final_clocks.png
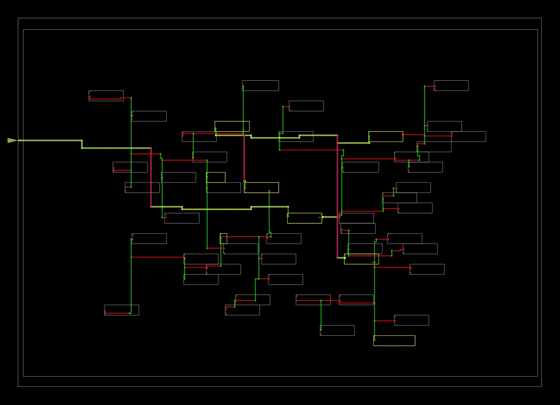
pdn.png
Scale bar: 50 um. Pins as bars on the die edge.
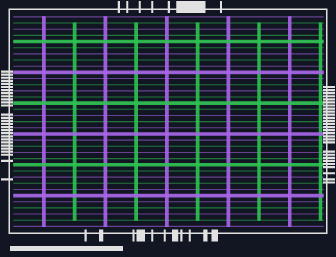
$ cat src/rtl/can_fd_crc_pkg.sv
// Shared constants, types and helpers for the CAN FD CRC / stuff-count checker.
package can_fd_crc_pkg;

    localparam int unsigned CRC17_W     = 17;
    localparam int unsigned CRC21_W     = 21;
    localparam int unsigned GRAY_W      = 3;
    localparam int unsigned STUFF_CNT_W = GRAY_W + 1;

    localparam logic [CRC17_W-1:0] POLY17 = 17'h1685B;
    localparam logic [CRC21_W-1:0] POLY21 = 21'h102899;
    localparam logic [CRC17_W-1:0] INIT17 = 17'h10000;
    localparam logic [CRC21_W-1:0] INIT21 = 21'h100000;

    typedef enum logic [1:0] {
        ST_IDLE,
        ST_ACCUM,
        ST_WAIT_CRC,
        ST_DONE
    } state_t;

    // Stuff count as it appears on the bus: gray code first, parity last.
    typedef struct packed {
        logic [GRAY_W-1:0] gray;
        logic              parity;
    } stuff_cnt_t;

    function automatic logic [GRAY_W-1:0] bin2gray(input logic [GRAY_W-1:0] bin);
        return bin ^ (bin >> 1);
    endfunction

    function automatic stuff_cnt_t expected_stuff_cnt(input logic [GRAY_W-1:0] dyn);
        stuff_cnt_t sc;
        sc.gray   = bin2gray(dyn);
        sc.parity = ^sc.gray;
        return sc;
    endfunction

endpackage

$ cat src/rtl/can_fd_crc_check_if.sv
// Bit-stream, destuffer and result signals between the receive path and the CRC checker.
interface can_fd_crc_check_if;
    import can_fd_crc_pkg::*;

    logic                   sample_point;
    logic                   rx_bit;
    logic                   frame_start;
    logic                   frame_abort;
    logic                   crc_en;
    logic                   crc21_sel;
    logic [STUFF_CNT_W-1:0] stuff_cnt_rx;
    logic                   stuff_cnt_valid;
    logic [GRAY_W-1:0]      dyn_stuff_cnt;
    logic                   crc_field_done;
    logic [CRC17_W-1:0]     crc_17_i;
    logic [CRC21_W-1:0]     crc_21_i;
    logic [CRC17_W-1:0]     crc_17_calc;
    logic [CRC21_W-1:0]     crc_21_calc;
    logic                   stuff_count_error;
    logic                   crc_error;
    logic                   check_done;

    modport master (
        output sample_point, rx_bit, frame_start, frame_abort, crc_en, crc21_sel,
               stuff_cnt_rx, stuff_cnt_valid, dyn_stuff_cnt, crc_field_done,
               crc_17_i, crc_21_i,
        input  crc_17_calc, crc_21_calc, stuff_count_error, crc_error, check_done
    );

    modport slave (
        input  sample_point, rx_bit, frame_start, frame_abort, crc_en, crc21_sel,
               stuff_cnt_rx, stuff_cnt_valid, dyn_stuff_cnt, crc_field_done,
               crc_17_i, crc_21_i,
        output crc_17_calc, crc_21_calc, stuff_count_error, crc_error, check_done
    );

endinterface

$ cat src/rtl/can_crc_lfsr.sv
// Serial CRC shift register; init reloads the seed and may absorb a bit in the same cycle.
module can_crc_lfsr #(
    parameter int unsigned         WIDTH = 17,
    parameter logic [WIDTH-1:0]    POLY  = '0,
    parameter logic [WIDTH-1:0]    INIT  = '0
) (
    input  logic             clk,
    input  logic             rst,
    input  logic             init,
    input  logic             en,
    input  logic             serial_bit,
    output logic [WIDTH-1:0] crc
);

    function automatic logic [WIDTH-1:0] step(input logic [WIDTH-1:0] cur, input logic b);
        logic fb;
        fb = b ^ cur[WIDTH-1];
        return {cur[WIDTH-2:0], 1'b0} ^ (fb ? POLY : WIDTH'(0));
    endfunction

    logic [WIDTH-1:0] base_c;

    assign base_c = init ? INIT : crc;

    always_ff @(posedge clk or posedge rst) begin
        if (rst) begin
            crc <= INIT;
        end else if (init || en) begin
            crc <= en ? step(base_c, serial_bit) : base_c;
        end
    end

endmodule

$ cat src/rtl/can_fd_crc_check.sv
// CAN FD receive-side CRC-17/CRC-21 calculation, CRC compare and stuff-count check.
module can_fd_crc_check
    import can_fd_crc_pkg::*;
(
    input  logic              clk,
    input  logic              rst,
    can_fd_crc_check_if.slave bus
);

    state_t     state;
    logic       stuff_count_error;
    logic       crc_error;
    logic       check_done;

    logic       start_c;
    logic       lfsr_en_c;
    logic       stuff_mismatch_c;
    logic       crc_mismatch_c;
    stuff_cnt_t stuff_exp_c;

    logic [CRC17_W-1:0] crc17;
    logic [CRC21_W-1:0] crc21;

    // Abort outranks a coincident start; a start restarts from any state.
    assign start_c   = bus.frame_start & bus.sample_point & ~bus.frame_abort;
    assign lfsr_en_c = bus.sample_point & bus.crc_en & ~bus.frame_abort &
                       (start_c | (state == ST_ACCUM));

    assign stuff_exp_c      = expected_stuff_cnt(bus.dyn_stuff_cnt);
    assign stuff_mismatch_c = (bus.stuff_cnt_rx != stuff_exp_c);
    assign crc_mismatch_c   = bus.crc21_sel ? (crc21 != bus.crc_21_i)
                                            : (crc17 != bus.crc_17_i);

    can_crc_lfsr #(
        .WIDTH (CRC17_W),
        .POLY  (POLY17),
        .INIT  (INIT17)
    ) u_crc17 (
        .clk        (clk),
        .rst        (rst),
        .init       (start_c),
        .en         (lfsr_en_c),
        .serial_bit (bus.rx_bit),
        .crc        (crc17)
    );

    can_crc_lfsr #(
        .WIDTH (CRC21_W),
        .POLY  (POLY21),
        .INIT  (INIT21)
    ) u_crc21 (
        .clk        (clk),
        .rst        (rst),
        .init       (start_c),
        .en         (lfsr_en_c),
        .serial_bit (bus.rx_bit),
        .crc        (crc21)
    );

    always_ff @(posedge clk or posedge rst) begin
        if (rst) begin
            state             <= ST_IDLE;
            stuff_count_error <= 1'b0;
            crc_error         <= 1'b0;
            check_done        <= 1'b0;
        end else begin
            check_done <= 1'b0;
            if (bus.frame_abort) begin
                state             <= ST_IDLE;
                stuff_count_error <= 1'b0;
                crc_error         <= 1'b0;
            end else if (start_c) begin
                state             <= ST_ACCUM;
                stuff_count_error <= 1'b0;
                crc_error         <= 1'b0;
            end else begin
                case (state)
                    ST_ACCUM: begin
                        if (bus.stuff_cnt_valid) begin
                            stuff_count_error <= stuff_mismatch_c;
                            state             <= ST_WAIT_CRC;
                        end
                        // CRC field ended without a stuff count: flag it as a stuff-count error.
                        if (bus.crc_field_done) begin
                            crc_error  <= crc_mismatch_c;
                            check_done <= 1'b1;
                            state      <= ST_DONE;
                            if (!bus.stuff_cnt_valid) begin
                                stuff_count_error <= 1'b1;
                            end
                        end
                    end
                    ST_WAIT_CRC: begin
                        if (bus.crc_field_done) begin
                            crc_error  <= crc_mismatch_c;
                            check_done <= 1'b1;
                            state      <= ST_DONE;
                        end
                    end
                    ST_DONE: begin
                        state <= ST_IDLE;
                    end
                    default: begin
                        state <= ST_IDLE;
                    end
                endcase
            end
        end
    end

    assign bus.crc_17_calc       = crc17;
    assign bus.crc_21_calc       = crc21;
    assign bus.stuff_count_error = stuff_count_error;
    assign bus.crc_error         = crc_error;
    assign bus.check_done        = check_done;

endmodule

$ cat src/flat_wrapper.sv
// flat-port wrapper written by rule: the top's interface ports become plain ports
module can_fd_crc_check_flat import can_fd_crc_pkg::*;
  (clk, rst, bus_sample_point, bus_rx_bit, bus_frame_start, bus_frame_abort, bus_crc_en, bus_crc21_sel, bus_stuff_cnt_rx, bus_stuff_cnt_valid, bus_dyn_stuff_cnt, bus_crc_field_done, bus_crc_17_i, bus_crc_21_i, bus_crc_17_calc, bus_crc_21_calc, bus_stuff_count_error, bus_crc_error, bus_check_done);
  can_fd_crc_check_if bus_i ();
  input  logic clk;
  input  logic rst;
  input wire logic [$bits(bus_i.sample_point)-1:0] bus_sample_point;
  input wire logic [$bits(bus_i.rx_bit)-1:0] bus_rx_bit;
  input wire logic [$bits(bus_i.frame_start)-1:0] bus_frame_start;
  input wire logic [$bits(bus_i.frame_abort)-1:0] bus_frame_abort;
  input wire logic [$bits(bus_i.crc_en)-1:0] bus_crc_en;
  input wire logic [$bits(bus_i.crc21_sel)-1:0] bus_crc21_sel;
  input wire logic [$bits(bus_i.stuff_cnt_rx)-1:0] bus_stuff_cnt_rx;
  input wire logic [$bits(bus_i.stuff_cnt_valid)-1:0] bus_stuff_cnt_valid;
  input wire logic [$bits(bus_i.dyn_stuff_cnt)-1:0] bus_dyn_stuff_cnt;
  input wire logic [$bits(bus_i.crc_field_done)-1:0] bus_crc_field_done;
  input wire logic [$bits(bus_i.crc_17_i)-1:0] bus_crc_17_i;
  input wire logic [$bits(bus_i.crc_21_i)-1:0] bus_crc_21_i;
  output wire logic [$bits(bus_i.crc_17_calc)-1:0] bus_crc_17_calc;
  output wire logic [$bits(bus_i.crc_21_calc)-1:0] bus_crc_21_calc;
  output wire logic [$bits(bus_i.stuff_count_error)-1:0] bus_stuff_count_error;
  output wire logic [$bits(bus_i.crc_error)-1:0] bus_crc_error;
  output wire logic [$bits(bus_i.check_done)-1:0] bus_check_done;
  assign bus_i.sample_point = bus_sample_point;
  assign bus_i.rx_bit = bus_rx_bit;
  assign bus_i.frame_start = bus_frame_start;
  assign bus_i.frame_abort = bus_frame_abort;
  assign bus_i.crc_en = bus_crc_en;
  assign bus_i.crc21_sel = bus_crc21_sel;
  assign bus_i.stuff_cnt_rx = bus_stuff_cnt_rx;
  assign bus_i.stuff_cnt_valid = bus_stuff_cnt_valid;
  assign bus_i.dyn_stuff_cnt = bus_dyn_stuff_cnt;
  assign bus_i.crc_field_done = bus_crc_field_done;
  assign bus_i.crc_17_i = bus_crc_17_i;
  assign bus_i.crc_21_i = bus_crc_21_i;
  assign bus_crc_17_calc = bus_i.crc_17_calc;
  assign bus_crc_21_calc = bus_i.crc_21_calc;
  assign bus_stuff_count_error = bus_i.stuff_count_error;
  assign bus_crc_error = bus_i.crc_error;
  assign bus_check_done = bus_i.check_done;
  can_fd_crc_check u_core (.clk(clk), .rst(rst), .bus(bus_i));
endmodule
$ cat config.mk
export PLATFORM = sky130hd
export DESIGN_NAME = can_fd_crc_check_flat
export DESIGN_NICKNAME = d
export VERILOG_FILES = /design/src/rtl/can_fd_crc_pkg.sv /design/src/rtl/can_fd_crc_check_if.sv /design/src/rtl/can_crc_lfsr.sv /design/src/rtl/can_fd_crc_check.sv /design/src/flat_wrapper.sv
export SDC_FILE = /design/constraint.sdc
export NUM_CORES = 1
export LEC_CHECK = 0
export ABC_AREA = 1
export CAP_MARGIN = 15
export CELL_PAD_IN_SITES_DETAIL_PLACEMENT = 1
export CELL_PAD_IN_SITES_GLOBAL_PLACEMENT = 2
export CORE_ASPECT_RATIO = 0.7
export CORE_MARGIN = 1
export CORE_UTILIZATION = 21
export DETAILED_ROUTE_END_ITERATION = 10
export PLACE_DENSITY = 0.81
export RECOVER_POWER = 100
export SYNTH_ARGS = -nofsm -noshare
export SYNTH_HDL_FRONTEND = slang
export SYNTH_SLANG_ARGS = --single-unit
$ cat constraint.sdc
create_clock -name clk -period 1.3 [get_ports clk]
set_input_delay 0.195 -clock clk [delete_from_list [all_inputs] [get_ports clk]]
set_output_delay 0.195 -clock clk [all_outputs]
set_load 0.02 [all_outputs]
==> results_dict.tcl <==
# collected from the flow reports
set metrics [dict create \
    outcome "finished with violations" \
    violations "negative setup slack" \
    drc 0 \
    finalSetupViolCount 29 \
    track_usage_pct 16.1 \
    largest_reg_flops 21 \
    postPlaceCellArea_um2 4190 \
    p_clk_share_pct 34.5 \
    critical-path-max-stage-delay_ns 0.39 \
    synthXorXnorAreaFrac_pct 4.37 \
    fp_util_pct 21.9 \
    antenna_found_initial 0 \
    first_iter_violations 126 \
    comb_power_share_pct 30.1 \
    mostFrequentLayoutCells "136 x nand2_1, 60 x inv_1, 50 x clkdlybuf4s50_1" \
    drive_above_1_share_pct 24.7 \
    warning_count 30 \
    cts_hold_buf 0 \
    holdWs_ns 0.418 \
    grt_pass1_vias 3351 \
    start_kind "flop" \
    tightest_slew_ns 0.647 \
    clkSlewWorstSetupHoldPaths_ns 0.07 \
    relSlewSlack_pct 56.8 \
    tritoncts "done" \
    top_cells_by_count "145 x nand2_1, 65 x inv_1, 43 x nor2_1" \
    synthAoiAreaFrac_pct 11.7 \
    hold_depth 5 \
    place_ws_ns -0.477 \
    required_ns 1.47 \
    yosysTopAreaCell "dfrtp_1" \
    cts.path.max_buffers 2 \
    simple_gate_share_pct 32.5 \
    cts_root_buffer "clkbuf_16" \
    rsz0062_at_grt "true" \
    row_count 34 \
    comb_power_mw 1.32 \
    critPathTopFamily "buffers and inverters" \
    ys_sh_adder_pct 0.900 \
    vias_per_cell 4.40 \
    endpoint "u_core.u_crc21.crc[3]$_DFFE_PP0P_" \
    powerSeq_mw 1.56 \
    grt_pass1_wl_um 17200 \
    nets 619 \
    insertedDiodeCount 0 \
    final.setup.worst_slack_ns -0.125 \
    die_area_um2 13700 \
    synth_stat.cells 415 \
    powerDensity_nw_per_um2 907 \
    p_total_mw 4.40 \
    p_leak_nw 2.40 \
    gp_congestion 0.772 \
    cap_violations 0 \
    busiest_layer "met2" \
    post-route-util_pct 38.2 \
    final_cells 725 \
    flop_cell "dfrtp_1" \
    yosys_warnings 0 \
    avgSynthCellArea_um2 6.70 \
    holdPathEnd "u_core.u_crc21.crc[20]$_DFFE_PP1P_" \
    routedWlPerCell_um 14.7 \
    drv_slew 0 \
    routed_wl_um 10700 \
    dp.final_hpwl_um 7850 \
    grt_overflow 0 \
    synth_top_cell_by_count "nand2_1" \
    period_needed_ns 1.42 \
    crit_cells 8 \
    fillers 1537 \
    largest_register "u_core.u_crc21.crc" \
    grt_max_degree 44 \
    synthMuxAreaShare_pct 0 \
    synth-edff-count 0 \
    worst_path_max_delay_cell "dfrtp_1" \
    placed_cells 700 \
    met3_usage_pct 3.43 \
    reg_top3 "u_core.u_crc21.crc x21, u_core.u_crc17.crc x17, u_core.state x2" \
]
-- final_clocks.png (at the start) --
clock buffer count: 6
clock group power: 1.51 mW
clk latency late pin: 0.29 ns

-- pdn.png (at the start) --
- green: VDD
- purple: VSS
- signal pins: 96
- met1 rails: 35
- met5 straps: 6
- rows: 34
maximum vdd drop: 478 uV
x dimension of the die: 139 um
die outline height: 98.2 um
Core Footprint: 12,700 um^2

per-layer routing:
metal	wire (um)	up-vias	share of wire [%]
met5	0	-	0
met4	82	0	0.77
met3	498	10	4.7
met2	4920	75	46
met1	5190	1526	49
li1	-	1581	-
worst min-delay path, cell delays in order:
cell and delay (ns):
dlymetal6s2s_1 0.13, nand2_2 0.12, nor2_4 0.07, nor2_4 0.10
o22ai_2 0.09
cell type report:
class	count	area share, %
Multi-Input combinational cell	294	35.2
Timing Repair Buffer	147	28.7
Sequential cell	43	22.3
Inverter	69	5.71
Tap cell	162	4.18
Clock buffer	6	2.87
Clock inverter	2	0.723
Timing Repair inverter	2	0.310
timing repair:
item                       in CTS  in global routing
pin swaps                      28                 19
setup buffers                   7                  6
setup endpoints to repair      83                 54
cloned                          4                  1
gates resized                 143                 37
No activity file was given, so power comes from the tool's default toggle rates.
